Figure 1. Met1 routing (run 1).
Bar = 100 um.
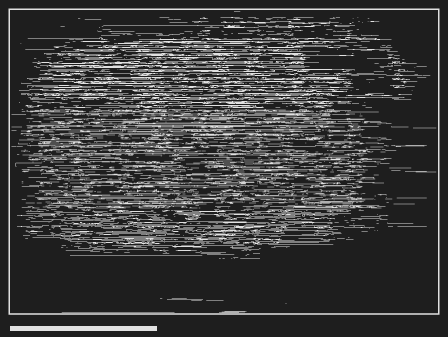
Figure 2. Wire density map (run 1).
Bar = 100 um. The die is cut into 29 by 21 equal tiles; black is low, pale yellow is high, scaled to the fullest tile. Values are wire area over tile area, all layers added.
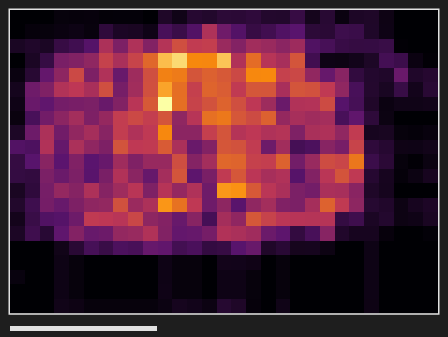
Figure 3. Local utilization (run 1).
Bar = 100 um. The die is cut into 29 by 21 equal tiles; black is low, pale yellow is high, 0 to 100% covered.
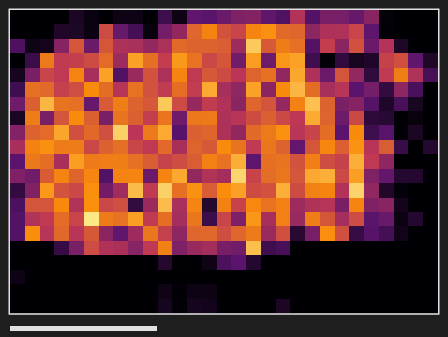
File: config.mk
export PLATFORM = sky130hd
export DESIGN_NAME = spi_reg_ctrl_flat
export DESIGN_NICKNAME = d
export VERILOG_FILES = /design/src/rtl/spi_reg_ctrl_if.sv /design/src/rtl/spi_reg_ctrl.sv /design/src/flat_wrapper.sv
export SDC_FILE = /design/constraint.sdc
export NUM_CORES = 1
export LEC_CHECK = 0
export ABC_CLOCK_PERIOD_IN_PS = 3200
export CORE_ASPECT_RATIO = 0.7
export CORE_MARGIN = 4
export CORE_UTILIZATION = 35
export DETAILED_ROUTE_END_ITERATION = 6
export SETUP_SLACK_MARGIN = 0.4
export SYNTH_ARGS = -nofsm -noshare
export SYNTH_HDL_FRONTEND = slang
export SYNTH_SLANG_ARGS = --single-unit
File: constraint.sdc
create_clock -name clk -period 3.2 [get_ports clk]
set_clock_uncertainty 0.1 [all_clocks]
set_input_delay 0.32 -clock clk [delete_from_list [all_inputs] [get_ports clk]]
set_output_delay 0.32 -clock clk [all_outputs]
set_load 0.01 [all_outputs]
File: src/rtl/spi_reg_ctrl_if.sv
// spi_reg_ctrl_if: SPI-slave and fabric-requester signals of spi_reg_ctrl
interface spi_reg_ctrl_if;
  logic        spi_busy;
  logic [31:0] spi_rx_data;
  logic [31:0] spi_tx_data;
  logic        fab_req;
  logic        fab_we;
  logic [3:0]  fab_addr;
  logic [15:0] fab_wdata;
  logic        fab_gnt;
  logic [15:0] fab_rdata;
  logic        frame_done;
  logic        frame_err;
  logic [7:0]  err_cnt;
  modport master (
    output spi_busy, spi_rx_data, fab_req, fab_we, fab_addr, fab_wdata,
    input  spi_tx_data, fab_gnt, fab_rdata, frame_done, frame_err, err_cnt
  );
  modport slave (
    input  spi_busy, spi_rx_data, fab_req, fab_we, fab_addr, fab_wdata,
    output spi_tx_data, fab_gnt, fab_rdata, frame_done, frame_err, err_cnt
  );
endinterface

File: src/rtl/spi_reg_ctrl.sv
// spi_reg_ctrl: SPI frame decoder and SPI-priority shared 16x16 register file; SPI_REG_PARITY_EN enables even-parity frame checking
module spi_reg_ctrl #(
  parameter logic [15:0] ID_VALUE = 16'hC0DE
) (
  input logic clk,
  input logic rst_n,
  spi_reg_ctrl_if.slave bus
);
  typedef enum logic [1:0] {IDLE, DECODE, EXEC, RESP} state_t;
  state_t state;
  logic busy_q, armed, c_we, par_bad, fab_go, gnt, done, err;
  logic [3:0] c_addr;
  logic [15:0] c_wdata, data, rdata;
  logic [7:0] status, err_cnt;
  logic [31:0] tx;
  logic [15:0] regs [16];
  logic rx_par;
`ifdef SPI_REG_PARITY_EN
  assign rx_par = ^bus.spi_rx_data;
`else
  logic unused_bits;
  assign unused_bits = ^{bus.spi_rx_data[30:28], bus.spi_rx_data[23:16]};
  assign rx_par = 1'b0;
`endif
  function automatic logic [15:0] rd(input logic [3:0] a);
    return a == 4'd0 ? ID_VALUE : regs[a];
  endfunction
  assign fab_go = bus.fab_req && !gnt && state != EXEC;
  assign bus.spi_tx_data = tx;
  assign bus.fab_gnt = gnt;
  assign bus.fab_rdata = rdata;
  assign bus.frame_done = done;
  assign bus.frame_err = err;
  assign bus.err_cnt = err_cnt;
  always_ff @(posedge clk or negedge rst_n)
    if (!rst_n) begin
      state <= IDLE;
      busy_q <= 1'b1;
      armed <= 1'b0;
      c_we <= 1'b0;
      c_addr <= '0;
      c_wdata <= '0;
      par_bad <= 1'b0;
      status <= '0;
      data <= '0;
      tx <= '0;
      gnt <= 1'b0;
      rdata <= '0;
      done <= 1'b0;
      err <= 1'b0;
      err_cnt <= '0;
      for (int i = 0; i < 16; i++) regs[i] <= '0;
    end else begin
      busy_q <= bus.spi_busy;
      if (bus.spi_busy && !busy_q) armed <= 1'b1;
      done <= 1'b0;
      err <= 1'b0;
      gnt <= fab_go;
      if (fab_go && bus.fab_we && bus.fab_addr != 4'd0) regs[bus.fab_addr] <= bus.fab_wdata;
      if (fab_go && !bus.fab_we) rdata <= rd(bus.fab_addr);
      unique case (state)
        IDLE:
          if (armed && busy_q && !bus.spi_busy) begin
            c_we <= bus.spi_rx_data[31];
            c_addr <= bus.spi_rx_data[27:24];
            c_wdata <= bus.spi_rx_data[15:0];
            par_bad <= rx_par;
            state <= DECODE;
          end
        DECODE: begin
          status <= par_bad ? 8'hE1 : (c_we && c_addr == 4'd0) ? 8'hE2 : 8'h5A;
          data <= '0;
          state <= (par_bad || (c_we && c_addr == 4'd0)) ? RESP : EXEC;
        end
        EXEC: begin
          if (c_we) regs[c_addr] <= c_wdata;
          data <= c_we ? c_wdata : rd(c_addr);
          state <= RESP;
        end
        RESP: begin
          tx <= {status, 4'h0, par_bad ? 4'h0 : c_addr, data};
          done <= status == 8'h5A;
          err <= status != 8'h5A;
          if (status != 8'h5A && err_cnt != 8'hFF) err_cnt <= err_cnt + 8'd1;
          state <= IDLE;
        end
      endcase
    end
endmodule

File: src/flat_wrapper.sv
// flat-port wrapper written by rule: the top's interface ports become plain ports
module spi_reg_ctrl_flat 
#(
  parameter logic [15:0] ID_VALUE = 16'hC0DE
)
  (clk, rst_n, bus_spi_busy, bus_spi_rx_data, bus_fab_req, bus_fab_we, bus_fab_addr, bus_fab_wdata, bus_spi_tx_data, bus_fab_gnt, bus_fab_rdata, bus_frame_done, bus_frame_err, bus_err_cnt);
  spi_reg_ctrl_if bus_i ();
  input logic clk;
  input logic rst_n;
  input wire logic [$bits(bus_i.spi_busy)-1:0] bus_spi_busy;
  input wire logic [$bits(bus_i.spi_rx_data)-1:0] bus_spi_rx_data;
  input wire logic [$bits(bus_i.fab_req)-1:0] bus_fab_req;
  input wire logic [$bits(bus_i.fab_we)-1:0] bus_fab_we;
  input wire logic [$bits(bus_i.fab_addr)-1:0] bus_fab_addr;
  input wire logic [$bits(bus_i.fab_wdata)-1:0] bus_fab_wdata;
  output wire logic [$bits(bus_i.spi_tx_data)-1:0] bus_spi_tx_data;
  output wire logic [$bits(bus_i.fab_gnt)-1:0] bus_fab_gnt;
  output wire logic [$bits(bus_i.fab_rdata)-1:0] bus_fab_rdata;
  output wire logic [$bits(bus_i.frame_done)-1:0] bus_frame_done;
  output wire logic [$bits(bus_i.frame_err)-1:0] bus_frame_err;
  output wire logic [$bits(bus_i.err_cnt)-1:0] bus_err_cnt;
  assign bus_i.spi_busy = bus_spi_busy;
  assign bus_i.spi_rx_data = bus_spi_rx_data;
  assign bus_i.fab_req = bus_fab_req;
  assign bus_i.fab_we = bus_fab_we;
  assign bus_i.fab_addr = bus_fab_addr;
  assign bus_i.fab_wdata = bus_fab_wdata;
  assign bus_spi_tx_data = bus_i.spi_tx_data;
  assign bus_fab_gnt = bus_i.fab_gnt;
  assign bus_fab_rdata = bus_i.fab_rdata;
  assign bus_frame_done = bus_i.frame_done;
  assign bus_frame_err = bus_i.frame_err;
  assign bus_err_cnt = bus_i.err_cnt;
  spi_reg_ctrl #(.ID_VALUE(ID_VALUE)) u_core (.clk(clk), .rst_n(rst_n), .bus(bus_i));
endmodule
==> notes.md, run 1 <==
Here are the numbers from the latest Yosys + OpenROAD run.

The kind of critical path is reg -> reg. The flow reports that sequential cells draw 42.2% of the design power. The later-pin clock latency in the skew report is 0.55 ns.

The area fraction in compound gates is 9.900%. The count of pins over their slew limit came out at 0. Counting the fill cells in the layout gives 5214.

Per the synth log, the flip-flop and latch total comes to 344. The total number of yosys warnings came out at 0. The worst hold margin came out at 0.1794 ns. In this run the remaining antenna-violating nets after routing total 0.

In this run, the clock network consumes 20.2% of the power. The port buffer count came out at 98. Measured along the x axis, the die boundary spans 290.3 um. The total iterations of the first detailed-routing run came out at 6. Yosys reports that the leading cell type by area covers 43.96% of the netlist area. The xor and xnor area share after synthesis is 0.3140%. The number of placed instances, taps included, is 2509. The DRC violation total left in the routed layout is recorded as 0.

The pin count of the biggest net entering global routing is 104. The H-tree depth came out at 2. The run finished with clean final reports. Looking at the critical path, the highest net fanout was 33. The reported net switching power came out at 7.802 mW. The tree is rooted in a sky130_fd_sc_hd__clkbuf_16. The final critical-path share of the clock period came out at 79.77%. Pin placement for this block handled 116 I/O pins. The tool warning count for the run is 42. The maximum clock rate came out at 391.8 MHz. The CTS sink count came out at 344. For the worst reg-to-reg path, the startpoint reported by OpenROAD is u_core.c_addr[0]. The final cell count without fillers came out at 2572. After technology mapping, the gate count stands at 1757.

STA shows the worst reg2reg path with a cell count of 3. The max-capacitance violation count is 0. The worst setup path is captured at a register. The average size of a mapped cell came out at 11.11 sq um. The area of the multi-input gates came out at 10000 sq um. The registers of the reported paths see a clock transition of 0.06 ns. The hold path startpoint is bus_spi_busy. The worst endpoint data arrival time came out at 2.83 ns. The main area contributors are sky130_fd_sc_hd__dfrtp_1, sky130_fd_sc_hd__mux2i_1, sky130_fd_sc_hd__mux4_2, sky130_fd_sc_hd__a21oi_1, sky130_fd_sc_hd__nor2_1.
Back to the opening pictures, Figure 1:
The wires run mostly horizontal. The layer carries 28.6 mm of wire. The layer holds 45% of the routed length.
total detailed-routing wirelength: 64240 um
number of vias after detailed routing: 14760
global-route met1 utilization: 31.26%

Back to the opening pictures, Figure 2:
The emptiest ninth of the die: lower right. The fullest tile reaches 0.72. 16% of the tiles are over half the peak.
routed length per instance: 24.98 um
overall global routing resource usage: 21.18%

Back to the opening pictures, Figure 3:
The fullest tile reaches 95%. The mean over all tiles is 36%. 7.7% of the tiles are over 75% full. 26% of the tiles are nearly empty. The emptiest ninth of the die: lower right.
Pre-Place Util: 35.36%
final core utilization: 40.89%

==> run 1: per-layer routing <==
layer,up-vias,global-route usage (%),share of wire (%)
met5,-,0,0.023
met4,2,5.405,2.3
met3,104,4.305,9.6
met2,738,31.92,44
met1,7435,31.26,45
li1,6481,-,-
==> run 1: power by group through the flow <==
stage,sequential [mW],combinational (mW),clock [mW]
2_1_floorplan,7.25,5.79,0
3_3_place_gp,8.45,7.43,0
3_5_place_dp,8.58,7.62,0
4_1_cts,8.53,7.64,4.22
5_1_grt,8.85,8.26,4.37
6_report,8.61,7.68,4.13
==> run 1: what timing repair did <==
item	CTS	global route
hold buffers	1	0
gates resized	0	0
endpoints found under the hold margin	95	0
setup buffers	0	0
==> run 1: area by class of cell <==
cell class,count,area share [%]
Clock inverter,8,0.2327
Tap cell,740,4.101
Clock buffer,53,4.721
Inverter,13,0.2161
Antenna cell,1,0.01108
Sequential cell,344,38.15
Timing Repair Buffer,201,8.257
Multi-Input combinational cell,1212,44.31
==> run 1: layout by cell type (no fill, tap or decap), types with 9 or more instances in the layout <==
master and n:
sky130_fd_sc_hd__nor3b_1 10, sky130_fd_sc_hd__mux2_2 70, sky130_fd_sc_hd__nand2_1 67, sky130_fd_sc_hd__buf_12 9, sky130_fd_sc_hd__inv_1 13, sky130_fd_sc_hd__nand2b_1 9
sky130_fd_sc_hd__nor2b_1 23, sky130_fd_sc_hd__mux4_2 112, sky130_fd_sc_hd__mux2i_1 272, sky130_fd_sc_hd__nand3_1 11, sky130_fd_sc_hd__a22oi_1 24, sky130_fd_sc_hd__a31oi_1 11
sky130_fd_sc_hd__o21ai_0 40, sky130_fd_sc_hd__clkdlybuf4s50_1 94, sky130_fd_sc_hd__a211oi_1 23, sky130_fd_sc_hd__nor2_1 231, sky130_fd_sc_hd__a21oi_1 221, sky130_fd_sc_hd__buf_4 95
sky130_fd_sc_hd__clkbuf_16 37, sky130_fd_sc_hd__o211ai_1 9, sky130_fd_sc_hd__dfrtp_1 341
==> run 1: critical path, delay by kind of cell (launching register included) <==
family	cells	cell delay, ns
flops	1	0.88
mux	1	0.62
compound gates	2	0.74
==> run 1: flip-flops by register name, indices dropped and copies added (netlist names) <==
| register | count |
|---|---|
| u_core.regs | 250 |
| u_core.bus.fab_gnt | 1 |
| u_core.bus.fab_rdata | 16 |
| u_core.state | 2 |
| u_core.bus.err_cnt | 8 |
| u_core.c_addr | 4 |
| u_core.bus.frame_done | 1 |
| u_core.bus.frame_err | 1 |
| u_core.c_we | 1 |
| u_core.data | 16 |
| u_core.bus.spi_tx_data | 23 |
| u_core.status | 3 |
| u_core.armed | 1 |
| u_core.c_wdata | 16 |
| u_core.busy_q | 1 |
==> run 1: stage by stage <==
| step | area, sq um | total power, mW |
|---|---|---|
| floorplan | 19550 | 13.04 |
| global placement | 21450 | 15.88 |
| detailed placement | 21450 | 16.21 |
| CTS | 22580 | 20.39 |
| global route | 22580 | 21.48 |
| finish | 22580 | 20.41 |
Figure 4. Metal 2 (run 1).
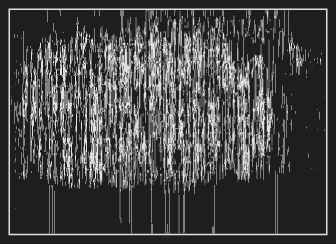

--- run 2 (diff from run 1) ---
- ABC_CLOCK_PERIOD_IN_PS: 3200 -> 2200
- clock period: 3.2 -> 2.2 ns (I/O delays scaled with it)
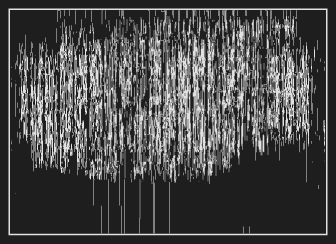
Figure 5: run 2, metal 2.
The layer holds 44% of the routed length. The layer carries 30.6 mm of wire. The longest straight run is 80.5 um. 1608 nets have wire on it.
total detailed-routing wirelength: 70170 um
number of vias after detailed routing: 15720
met2 layer usage reported by global route: 34.10%

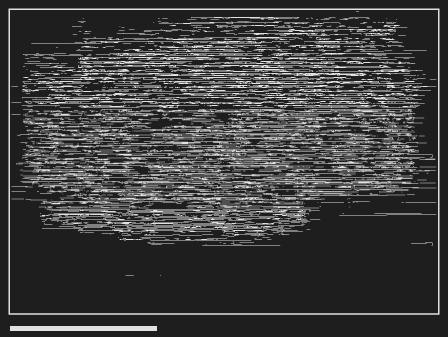
Figure 6: run 2, met1 routing.
Bar = 100 um.
The wires run mostly horizontal. The longest straight run is 78.7 um. The layer holds 44% of the routed length.

==> run 2 against run 1 <==
Net effect:
- design area up 13%
- highest routed layer is now met4
- critical path depth is 7 higher
- largest power group is now combinational logic
- sequential cell count did not move
- clock power increased by about 60%
- routed wire length rose by 9.2%
==> notes.md, run 2 <==
Here are the numbers from the latest Yosys + OpenROAD run.

The worst hold margin came out at 0.06978 ns. More flip-flops sit in one register than any other, and that register is u_core.regs. The max-capacitance violation count came out at 0.

The average size of a mapped cell came out at 11.11 sq um. STA lists the startpoint of the worst register-to-register path as u_core.state[0]. In this run the biggest area consumer among cell types represents 43.96% of the synthesized area.

The fraction of the core area occupied by cells at floorplan came out at 35.36%. The summed area of non-filler cells in the final layout came out at 25520 sq um. The horizontal die dimension reported for this design is 290.3 um.

The H-tree depth is 2. After synthesis, the cell types taking the most area are sky130_fd_sc_hd__dfrtp_1, sky130_fd_sc_hd__mux2i_1, sky130_fd_sc_hd__mux4_2, sky130_fd_sc_hd__a21oi_1, sky130_fd_sc_hd__nor2_1. The sequential fraction of design power is 36.6%.

The critical path is of the reg -> reg type. The type of element capturing the critical path is a register. The final routed DRC violation total came out at 0.

The top cell type in the final layout, fill and taps aside, is sky130_fd_sc_hd__dfrtp_1. The final critical-path share of the clock period is 97.46%. The total number of yosys warnings is 0. The critical-path maximum fanout came out at 8. The maximum clock rate is 466.4 MHz. The power share of the clock group is 19.8%. The synthesis stat section lists a flop and latch total of 344. The later-pin clock latency in the skew report is 0.55 ns. Of the total power, combinational logic draws 43.6%. For this run, the chip area from Yosys synthesis comes to 19530 sq um.

The count of pins over their slew limit came out at 0. Counting tap cells, the placed design contains a total of 2560 instances. The clock input transition at the sequential cells of the worst setup and hold paths came out at 0.06 ns. Entering global routing, the biggest net connects 64 pins. The placed cell area is 22520 sq um. Per the hold report, the tightest min-delay path originates at bus_spi_busy. The post-synthesis cell count came out at 1757. The reported net switching power came out at 12.53 mW.

The power after layout came out at 33.42 mW. The number of clock sinks came to 344. The total iterations of the first detailed-routing run is 6.

The I/O pin total came out at 116. The run finished with clean final reports. The OpenROAD warning count is 43. Per the placement log, port buffering inserted 98 buffers. The worst endpoint data arrival time came out at 2.47 ns. The number of nets with antenna violations after routing is 0.
[run 2: per-stage QoR]
stage                     util, %  setup TNS [ns]
after floorplan                 -               0
after global placement      40.78          -5.232
after detailed placement    40.78          -8.865
after CTS                   45.14               0
after global routing        46.21        -0.05767
final                       46.21               0
[run 2: logic make-up (layout without fill, tap and decap cells)]
kind of cell | Yosys count | count (layout) | share of synthesized area, %
AOI/OAI and AO/OA | 344 | 344 | 9.900
and+or+nand+nor | 396 | 396 | 9.605
adders and majority gates | 5 | 5 | 0.3204
muxes | 454 | 454 | 30.90
xor gates and xnor gates | 7 | 7 | 0.3140
buffers and inverters | 206 | 394 | 4.851
DFF | 344 | 344 | 44.09
other | 1 | 7 | 0.01920
[run 2: final timing paths]
check / to / slack (ns) / depth (start not counted)
min in group asynchronous: u_core.bus.fab_gnt / 0.14 / 2
hold reg to reg: u_core.bus.frame_done / 0.39 / 1
setup / recovery: u_core.regs[104] / 0.06 / 10
hold / removal: u_core.busy_q / 0.07 / 1
max in group asynchronous: u_core.regs[96] / 1.06 / 3
setup reg to reg: u_core.regs[104] / 0.06 / 10
[run 2: timing repair]
action	in CTS	in global routing
gates resized	146	113
pin swaps	60	63
gates cloned	12	2
hold endpoints to repair	50	0
hold buffers	1	0
buffers inserted	36	16
setup endpoints to repair	304	337
[run 2: area by class of cell]
class,instances,area (sq um)
Antenna cell,1,2.502
Clock buffer,51,1050
Clock inverter,12,203.9
Fill cell,4920,29700
Inverter,13,51.30
Multi-Input combinational cell,1212,10730
Sequential cell,344,8623
Tap cell,740,925.9
Timing Repair Buffer,318,3934
[run 2: critical path: stages, from the launching register on]
cell,delay (ns)
sky130_fd_sc_hd__dfrtp_1,0.36
sky130_fd_sc_hd__inv_2,0.06
sky130_fd_sc_hd__ha_4,0.18
sky130_fd_sc_hd__and4bb_4,0.35
sky130_fd_sc_hd__buf_6,0.13
sky130_fd_sc_hd__buf_12,0.12
sky130_fd_sc_hd__nand4_4,0.11
sky130_fd_sc_hd__buf_12,0.18
sky130_fd_sc_hd__buf_16,0.15
sky130_fd_sc_hd__mux2i_2,0.18
sky130_fd_sc_hd__a21oi_1,0.10
[run 2: power groups by stage]
stage	clock [mW]	combinational, mW	sequential [mW]
final	6.62	14.6	12.2
after global routing	6.99	15.5	12.5
after CTS	6.73	13.6	12.1
after detailed placement	0	11.9	12.2
after global placement	0	11.6	12.0
after floorplan	0	8.58	10.6
[run 2: layer usage]
layer	vias up	GRT usage, %	part of all wire, %
li1	6712	-	-
met1	8046	33.23	44
met2	823	34.10	44
met4	0	6.651	3.0
met5	-	0	0
met3	136	5.114	9.6
No activity file was given, so power comes from the tool's default toggle rates.
